`config.mk`:
```
export PLATFORM = sky130hd
export DESIGN_NAME = caterr_nmi_aggregator
export DESIGN_NICKNAME = d
export VERILOG_FILES = /design/src/rtl/caterr_nmi_pkg.sv /design/src/rtl/caterr_glitch_filter.sv /design/src/rtl/caterr_nmi_aggregator.sv
export SDC_FILE = /design/constraint.sdc
export NUM_CORES = 1
export LEC_CHECK = 0
export ABC_AREA = 0
export CAP_MARGIN = 20
export CORE_AREA = 10 10 47 49
export DETAILED_ROUTE_END_ITERATION = 7
export DIE_AREA = 0 0 57 59
export GPL_ROUTABILITY_DRIVEN = 0
export GPL_TIMING_DRIVEN = 0
export SLEW_MARGIN = 20
export SYNTH_ARGS = -nofsm -noshare
export SYNTH_HDL_FRONTEND = slang
export SYNTH_HIERARCHICAL = 1
export SYNTH_SLANG_ARGS = --single-unit
```
`constraint.sdc`:
```
create_clock -name iClk -period 1.25 [get_ports iClk]
set_input_delay 0.25 -clock iClk [delete_from_list [all_inputs] [get_ports iClk]]
set_output_delay 0.25 -clock iClk [all_outputs]
set_load 0.01 [all_outputs]
```
`src/rtl/caterr_nmi_pkg.sv`:
```
// Shared types for the CATERR/NMI aggregator: delay FSM state encoding and
// synchroniser depth.
package caterr_nmi_pkg;

  localparam int unsigned SYNC_DEPTH = 2;

  typedef enum logic [1:0] {
    IDLE   = 2'b00,
    COUNT  = 2'b01,
    ASSERT = 2'b10
  } dly_state_e;

endpackage

```
`src/rtl/caterr_glitch_filter.sv`:
```
// One CATERR_N channel: reset-to-high synchroniser followed by a filter that
// only follows the synchronised pin after GLITCH_CYCLES consecutive mismatches.
module caterr_glitch_filter
  import caterr_nmi_pkg::*;
#(
  parameter int unsigned GLITCH_CYCLES = 4
) (
  input  logic iClk,
  input  logic iRst_n,
  input  logic iPin_n,
  output logic oFilt_n
);

  localparam int unsigned CW = (GLITCH_CYCLES > 1) ? $clog2(GLITCH_CYCLES) : 1;
  localparam logic [CW-1:0] CNT_LAST = CW'(GLITCH_CYCLES - 1);

  logic [SYNC_DEPTH-1:0] sync_q, sync_d;
  logic                  filt_q, filt_d;
  logic [CW-1:0]         cnt_q, cnt_d;
  logic                  sync_out;

  assign sync_out = sync_q[SYNC_DEPTH-1];

  always_comb begin
    sync_d = {sync_q[SYNC_DEPTH-2:0], iPin_n};
    filt_d = filt_q;
    cnt_d  = '0;
    // The count tracks mismatch cycles already seen; the last one flips the filter.
    if (sync_out != filt_q) begin
      if (cnt_q == CNT_LAST) begin
        filt_d = sync_out;
      end else begin
        cnt_d = cnt_q + CW'(1);
      end
    end
  end

  always_ff @(posedge iClk) begin
    if (!iRst_n) begin
      sync_q <= '1;
      filt_q <= 1'b1;
      cnt_q  <= '0;
    end else begin
      sync_q <= sync_d;
      filt_q <= filt_d;
      cnt_q  <= cnt_d;
    end
  end

  assign oFilt_n = filt_q;

endmodule

```
`src/rtl/caterr_nmi_aggregator.sv`:
```
// CPU CATERR aggregation, crashlog trigger and BMC NMI routing. Defining
// CATERR_DLY_EN builds the delayed CATERR output and sticky first-fault register.
module caterr_nmi_aggregator
  import caterr_nmi_pkg::*;
#(
  parameter int unsigned NUM_CPU       = 2,
  parameter int unsigned GLITCH_CYCLES = 4,
  parameter int unsigned DLY_COUNT     = 1000
) (
  input  logic               iClk,
  input  logic               iRst_n,
  input  logic [NUM_CPU-1:0] iCpuCatErr_n,
  input  logic               iCatErrFilterEvent,
  input  logic               iFmBmcCrashLogTrig_n,
  input  logic               iFmGlbRstWarn_n,
  input  logic               iIrqBmcCpuNmi,
  input  logic               iBmcNmiPchEna,
  input  logic               iErrClr,
  output logic               oCpuCatErr_n,
  output logic               oCpuCatErrDly_n,
  output logic [NUM_CPU-1:0] oCatErrSrc,
  output logic               oFmPchCrashlogTrig_n,
  output logic               oCpuNmi,
  output logic               oIrqBmcPchNmi
);

  logic [NUM_CPU-1:0] filt_n;
  logic               caterr_n;

  for (genvar i = 0; i < NUM_CPU; i++) begin : g_filt
    caterr_glitch_filter #(
      .GLITCH_CYCLES(GLITCH_CYCLES)
    ) u_filt (
      .iClk   (iClk),
      .iRst_n (iRst_n),
      .iPin_n (iCpuCatErr_n[i]),
      .oFilt_n(filt_n[i])
    );
  end

  always_comb begin
    caterr_n             = iCatErrFilterEvent ? &filt_n : 1'b1;
    oCpuCatErr_n         = caterr_n;
    oFmPchCrashlogTrig_n = caterr_n ? iFmGlbRstWarn_n : iFmBmcCrashLogTrig_n;
    oCpuNmi              = iBmcNmiPchEna ? 1'b0 : iIrqBmcCpuNmi;
    oIrqBmcPchNmi        = iBmcNmiPchEna ? iIrqBmcCpuNmi : 1'b0;
  end

`ifdef CATERR_DLY_EN
  localparam int unsigned DW = $clog2(DLY_COUNT);
  localparam logic [DW-1:0] DLY_LAST = DW'(DLY_COUNT - 1);

  dly_state_e         state_q, state_d;
  logic [DW-1:0]      dcnt_q, dcnt_d;
  logic [NUM_CPU-1:0] src_q, src_d;

  always_comb begin
    state_d = state_q;
    dcnt_d  = dcnt_q;
    src_d   = src_q;
    unique case (state_q)
      IDLE: begin
        dcnt_d = '0;
        if (!caterr_n) begin
          state_d = COUNT;
          src_d   = ~filt_n;
        end
      end
      COUNT: begin
        if (dcnt_q == DLY_LAST) begin
          state_d = ASSERT;
        end else begin
          dcnt_d = dcnt_q + DW'(1);
        end
      end
      ASSERT: begin
        if (caterr_n) begin
          state_d = IDLE;
        end
      end
      default: state_d = IDLE;
    endcase
    // Masking the event aborts from any state; clear beats a same-cycle load.
    if (!iCatErrFilterEvent) begin
      state_d = IDLE;
      dcnt_d  = '0;
    end
    if (iErrClr) begin
      src_d = '0;
    end
  end

  always_ff @(posedge iClk) begin
    if (!iRst_n) begin
      state_q <= IDLE;
      dcnt_q  <= '0;
      src_q   <= '0;
    end else begin
      state_q <= state_d;
      dcnt_q  <= dcnt_d;
      src_q   <= src_d;
    end
  end

  assign oCpuCatErrDly_n = (state_q != ASSERT);
  assign oCatErrSrc      = src_q;
`else
  logic unused_errclr;

  assign unused_errclr   = iErrClr;
  assign oCpuCatErrDly_n = 1'b1;
  assign oCatErrSrc      = '0;
`endif

endmodule
```
### Cells by drive strength, run 1

(6 px per um)
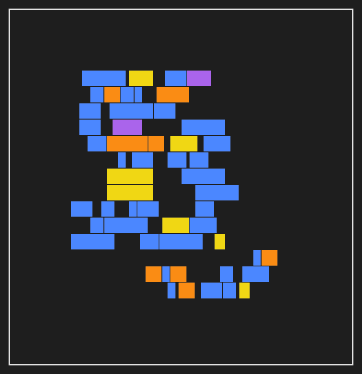
legend:
  blue:
    size: _0 and _1 cells
    cells: 36
    share: 68%
  orange:
    size: _3 and _4 cells
    cells: 8
    share: 15%
  purple:
    size: _6 and larger
    cells: 2
    share: 3.8%
  yellow:
    size: _2 cells
    cells: 7
    share: 13%

### Met1 routing, run 1

(8 px per um)
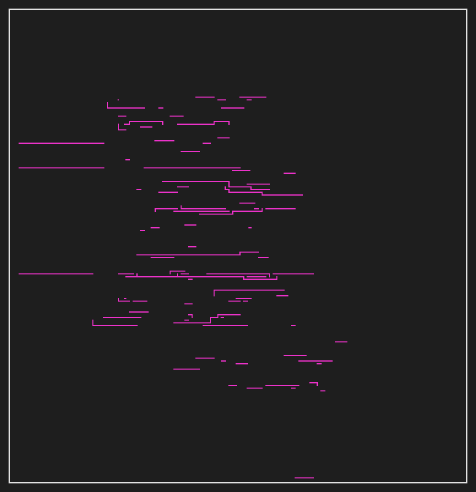
longest straight run: 14.7 um
wire length on this layer: 290 um
main direction: horizontal

==> out/results.tsv, run 1 <==
metric	value	unit
sequential area share after synthesis	48.8	%
count of non-CTS buffers in the layout	15	
family with the most delay on the worst path	flip-flops	
Post-Layout Inst Area	594	um2
endpoints failing setup	2	
Pre-antenna DRT Iters	4	
Latency at later pin	270	ps
Most Crowded Layer GR	met2	
floorplan core density	29.3	%
crit path capture type	primary output	
total CTS buffers	3	
outcome	finished with violations	
Top cells excl fill/tap	8 x dfxtp_1, 6 x clkdlybuf4s50_1, 4 x nand2b_1	
Yosys top cell by area	dfxtp_1	
CTS root buffer	clkbuf_4	
sequential share of power	48.1	%
Total GRT Usage	4.85	%
Fin Hold WS	409	ps
logic area	195	um2
violated checks	setup timing	
Hold Crit Start	g_filt[0].u_filt/sync_q[0]	
sw frac	20.2	%
Final non-clock buffer share	22.9	%
top power group	registers	
RR Endpoint	g_filt[0].u_filt/oFilt_n	
CP Launch Point	g_filt[0].u_filt/oFilt_n	
Layout area overhead	44.8	%
Top area cell types	dfxtp_1 49%, and4bb_2 6.1%, ha_1 6.1%, nand2b_1 6.1%, buf_4 5.5%	
placed cell area	554	um2
CTS tree	yes	
largest class	flip-flops and latches	
Hold Fails Final Rpt	0	
GR Layer Usage met1	4.67	%
flip-flops with a built-in enable	0	
Syn Area/Cell	11.4	um2
Final clock-cell share	6.11	%
DP Worst Slack	-678	ps
Highest Clock Rate	0.686	GHz
cell area after synthesis	410	um2
WP data arrival	1210	ps
clock skew	7.36	ps
largest net degree at the start of global routing	11	
yosys stat area	410	um2
Comb group	0.0642	mW
kind of critical path	reg2out	
cell total in the yosys stat output	36	
DIE HEIGHT	59	um
Ant. Diodes	0	
CTS Hold Bufs	0	
Area leader share	48.8	%
peak supply drop	531	uV
WHS Endpoint	g_filt[0].u_filt/sync_q[1]	
PD cells	1150	nW/um2
final setup margin	-208	ps
CP peak stage delay	340	ps
# resized after CTS	20	
cycle use final	117	%
Post-Route M1 WL	289	um
RR Startpoint	g_filt[0].u_filt/cnt_q[0]	
FF+latch count, synth	10	
detailed placer's ending HPWL	565	um
clock-pin slew on the worst setup and hold paths	60	ps
Comb gates	23	
clock sink count	10	
number of cell rows	14	
clock buffer depth	2	
Non-clk invs	1	
### Cells colored by class, run 1

(6 px per um)
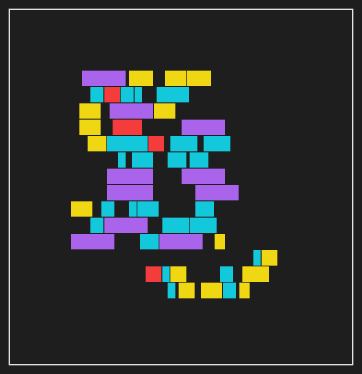
legend:
  yellow:
    class: remaining buffers and delay cells
    cells: 15
    share_of_their_area: 24%
  cyan:
    class: combinational and other logic
    cells: 24
    share_of_their_area: 35%
  red:
    class: clock drivers and dummy loads
    cells: 4
    share_of_their_area: 6.3%
  purple:
    class: sequential cells
    cells: 10
    share_of_their_area: 35%

-- run 1: logic make-up (layout without fill, tap and decap cells) --
| logic type | after synthesis | count (layout) | share of synthesized area (%) |
|---|---|---|---|
| and+or+nand+nor | 12 | 12 | 21.3 |
| DFF | 10 | 10 | 48.8 |
| buffers and inverters | 4 | 20 | 6.40 |
| muxes | 3 | 3 | 8.54 |
| adders and majority gates | 2 | 2 | 6.10 |
| other | 2 | 3 | 1.83 |
| xor gates and xnor gates | 2 | 2 | 4.27 |
| AOI/OAI and AO/OA | 1 | 1 | 2.74 |
-- run 1: sequential cells by signal, summed over array words and instances, names as in the netlist --
register               flops
g_filt.u_filt/sync_q       4
g_filt.u_filt/oFilt_n      2
g_filt.u_filt/cnt_q        4
==> run 2: changes to the inputs <==
Clock period 1.25 ns to 1.7 ns, I/O delays scaled along.
### Cells colored by class, run 2

(6 px per um)
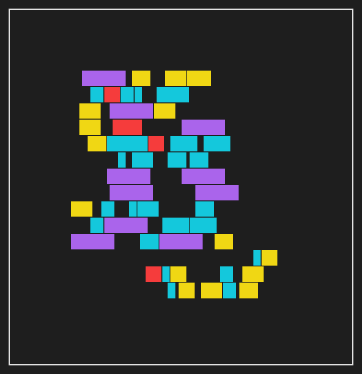
legend:
  red:
    class: clock drivers and dummy loads
    cells: 4
    share_of_their_area: 6.3%
  purple:
    class: sequential cells
    cells: 10
    share_of_their_area: 35%
  yellow:
    class: remaining buffers and delay cells
    cells: 15
    share_of_their_area: 24%
  cyan:
    class: combinational and other logic
    cells: 24
    share_of_their_area: 35%

==> run 2 against run 1 <==
Compared with the run above: the run now ends clean; global-route usage is the same; worst setup slack gained 340 ps; total power decreased by 26%; hold slack barely moved; clock power is 27% lower; critical path type unchanged; highest routed layer unchanged.
==> out/results.tsv, run 2 <==
metric	value	unit
outcome	finished, final reports clean	
Top cells excl fill/tap	10 x dfxtp_1, 7 x clkdlybuf4s50_1, 4 x nand2b_1, 4 x dlygate4sd2_1	
WP data arrival	1230	ps
family with the most delay on the worst path	flip-flops	
aoi share	2.74	%
floorplan core density	29.3	%
peak supply drop	391	uV
CP Launch Point	g_filt[0].u_filt/oFilt_n	
PD cells	850	nW/um2
sequential share of power	48.0	%
Pre-antenna DRT Iters	4	
adder share	6.10	%
sequential area share after synthesis	48.8	%
sw frac	20.2	%
Final clock-cell share	6.11	%
cell total in the yosys stat output	36	
count of non-CTS buffers in the layout	15	
total CTS buffers	3	
area fraction in xor and xnor cells	4.27	%
largest net degree at the start of global routing	11	
Top area cell types	dfxtp_1 49%, and4bb_2 6.1%, ha_1 6.1%, nand2b_1 6.1%, buf_4 5.5%	
Area leader share	48.8	%
Highest Clock Rate	0.637	GHz
detailed placer's ending HPWL	565	um
top power group	registers	
MUX area fraction	8.54	%
CTS tree	yes	
placed cell area	554	um2
GR Layer Usage met1	4.67	%
RR Startpoint	g_filt[1].u_filt/oFilt_n	
flip-flops with a built-in enable	0	
RR Endpoint	g_filt[1].u_filt/cnt_q[1]	
Comb group	0.0483	mW
yosys stat area	410	um2
Layout area overhead	44.8	%
[run 2: cell counts after synthesis]
No cell type changed its count.
[run 2: through the flow]
stage | worst slack [ps] | instances | hold WS [ps] | total power, mW
global placement | -420 | 65 | 391 | 0.298
finish | 129 | 69 | 409 | 0.505
global route | 85.8 | 69 | 425 | 0.527
floorplan | 534 | 37 | 386 | 0.268
CTS | 113 | 69 | 415 | 0.515
detailed placement | -408 | 65 | 396 | 0.298
[run 2: cells by family after synthesis]
kind of cell             count (synthesis)
AND-OR/OR-AND                            1
XOR/XNOR                                 2
adder cells (fa/ha/maj)                  2
buffers and inverters                    4
flip-flops                              10
multiplexers                             3
other                                    2
AND/OR/NAND/NOR                         12
[run 2: timing repair]
action	CTS	global route
hold buffers	0	0
resized	10	0
setup endpoints to repair	4	0
==> run 3: changes to the inputs <==
Settings changed: SKIP_CTS_REPAIR_TIMING from default to 1.
Clock period 1.7 ns to 1.4 ns, I/O delays scaled along.
### Cells by drive strength, run 3

(6 px per um)
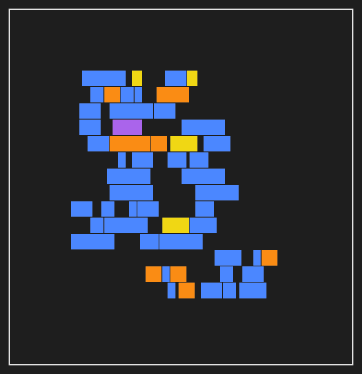
legend:
  blue:
    size: _0 and _1 cells
    cells: 40
    share: 75%
  purple:
    size: _6 and larger
    cells: 1
    share: 1.9%
  orange:
    size: _3 and _4 cells
    cells: 8
    share: 15%
  yellow:
    size: _2 cells
    cells: 4
    share: 7.5%

==> run 3 against run 2 <==
Compared with the run above: the run now ends with setup timing left; non-clock buffer count is the same; worst setup slack worse by 350 ps; critical path depth increased by 1; synthesized cell count unchanged; synthesized area did not move; clock power grew 21%; die size unchanged; combinational power increased by 22%; wire length decreased by 0.99%; critical endpoint unchanged.
==> out/results.tsv, run 3 <==
metric	value	unit
outcome	finished with violations	
violated checks	setup timing	
Final Non-Filler Cells	69	
RR Endpoint	g_filt[1].u_filt/cnt_q[1]	
first-pass GRT wire length	1240	um
DIE HEIGHT	59	um
cell area after synthesis	410	um2
Top area cell types	dfxtp_1 49%, and4bb_2 6.1%, ha_1 6.1%, nand2b_1 6.1%, buf_4 5.5%	
clock-pin slew on the worst setup and hold paths	60	ps
cycle use final	116	%
DP Worst Slack	-588	ps
Top non-seq family	simple AND/OR/NAND/NOR gates	
clock buffer depth	2	
aoi share	2.74	%
Highest Clock Rate	0.616	GHz
detailed placer's ending HPWL	565	um
final setup margin	-222	ps
FF+latch count, synth	10	
crit path capture type	primary output	
largest class	flip-flops and latches	
Latency at later pin	270	ps
Hold Fails Final Rpt	0	
kind of critical path	in2out	
placed cell area	554	um2
Layout area overhead	44.5	%
Yosys top cell by area	dfxtp_1	
sequential area share after synthesis	48.8	%
CTS tree	yes	
Post-Synth Simple-Gate Area	21.3	%
logic area	195	um2
number of cell rows	14	
Area leader share	48.8	%
Pre-antenna DRT Iters	4	
adder share	6.10	%
endpoints failing setup	1	
most frequent logic cell in the layout	dfxtp_1	
peak supply drop	471	uV
CTS root buffer	clkbuf_4	
Final non-clock buffer share	23.2	%
Syn Area/Cell	11.4	um2
count of non-CTS buffers in the layout	15	
Comb gates	23	
clock skew	7.24	ps
largest net degree at the start of global routing	11	
total CTS buffers	3	
Post-Route M1 WL	287	um
sw frac	20.1	%
WHS Endpoint	g_filt[0].u_filt/sync_q[1]	
Most Crowded Layer GR	met2	
area fraction in xor and xnor cells	4.27	%
GR Layer Usage met1	4.79	%
clock sink count	10	
Ant. Diodes	0	
floorplan core density	29.3	%
cell total in the yosys stat output	36	
Top cells excl fill/tap	10 x dfxtp_1, 8 x clkdlybuf4s50_1, 4 x nand2b_1	
Non-clk invs	1	
total power	0.613	mW
WP data arrival	1340	ps
Total GRT Usage	4.90	%
PD cells	1030	nW/um2
yosys stat area	410	um2
CP Launch Point	iCatErrFilterEvent	
-- run 3: netlist changes by cell type in the layout (fill, tap and decap cells not counted), sizes merged --
cell and change:
clkbuf +2, dlygate4sd2 -4, clkdlybuf4s50 +1, buf -1
dlymetal6s2s +2
-- run 3: worst max-delay path, cell delays in order --
cell and delay [ps]:
clkdlybuf4s50_1 450, a21boi_4 180, mux2_4 300, clkbuf_2 130
-- run 3: power groups by stage --
stage	Combinational, mW	Clock, mW	Sequential [mW]
floorplan	0.0256	0	0.300
global placement	0.0605	0	0.301
detailed placement	0.0610	0	0.301
CTS	0.0613	0.272	0.294
global route	0.0646	0.280	0.295
finish	0.0588	0.260	0.294
Power figures rest on the tool's default switching activity, not on a simulated workload.
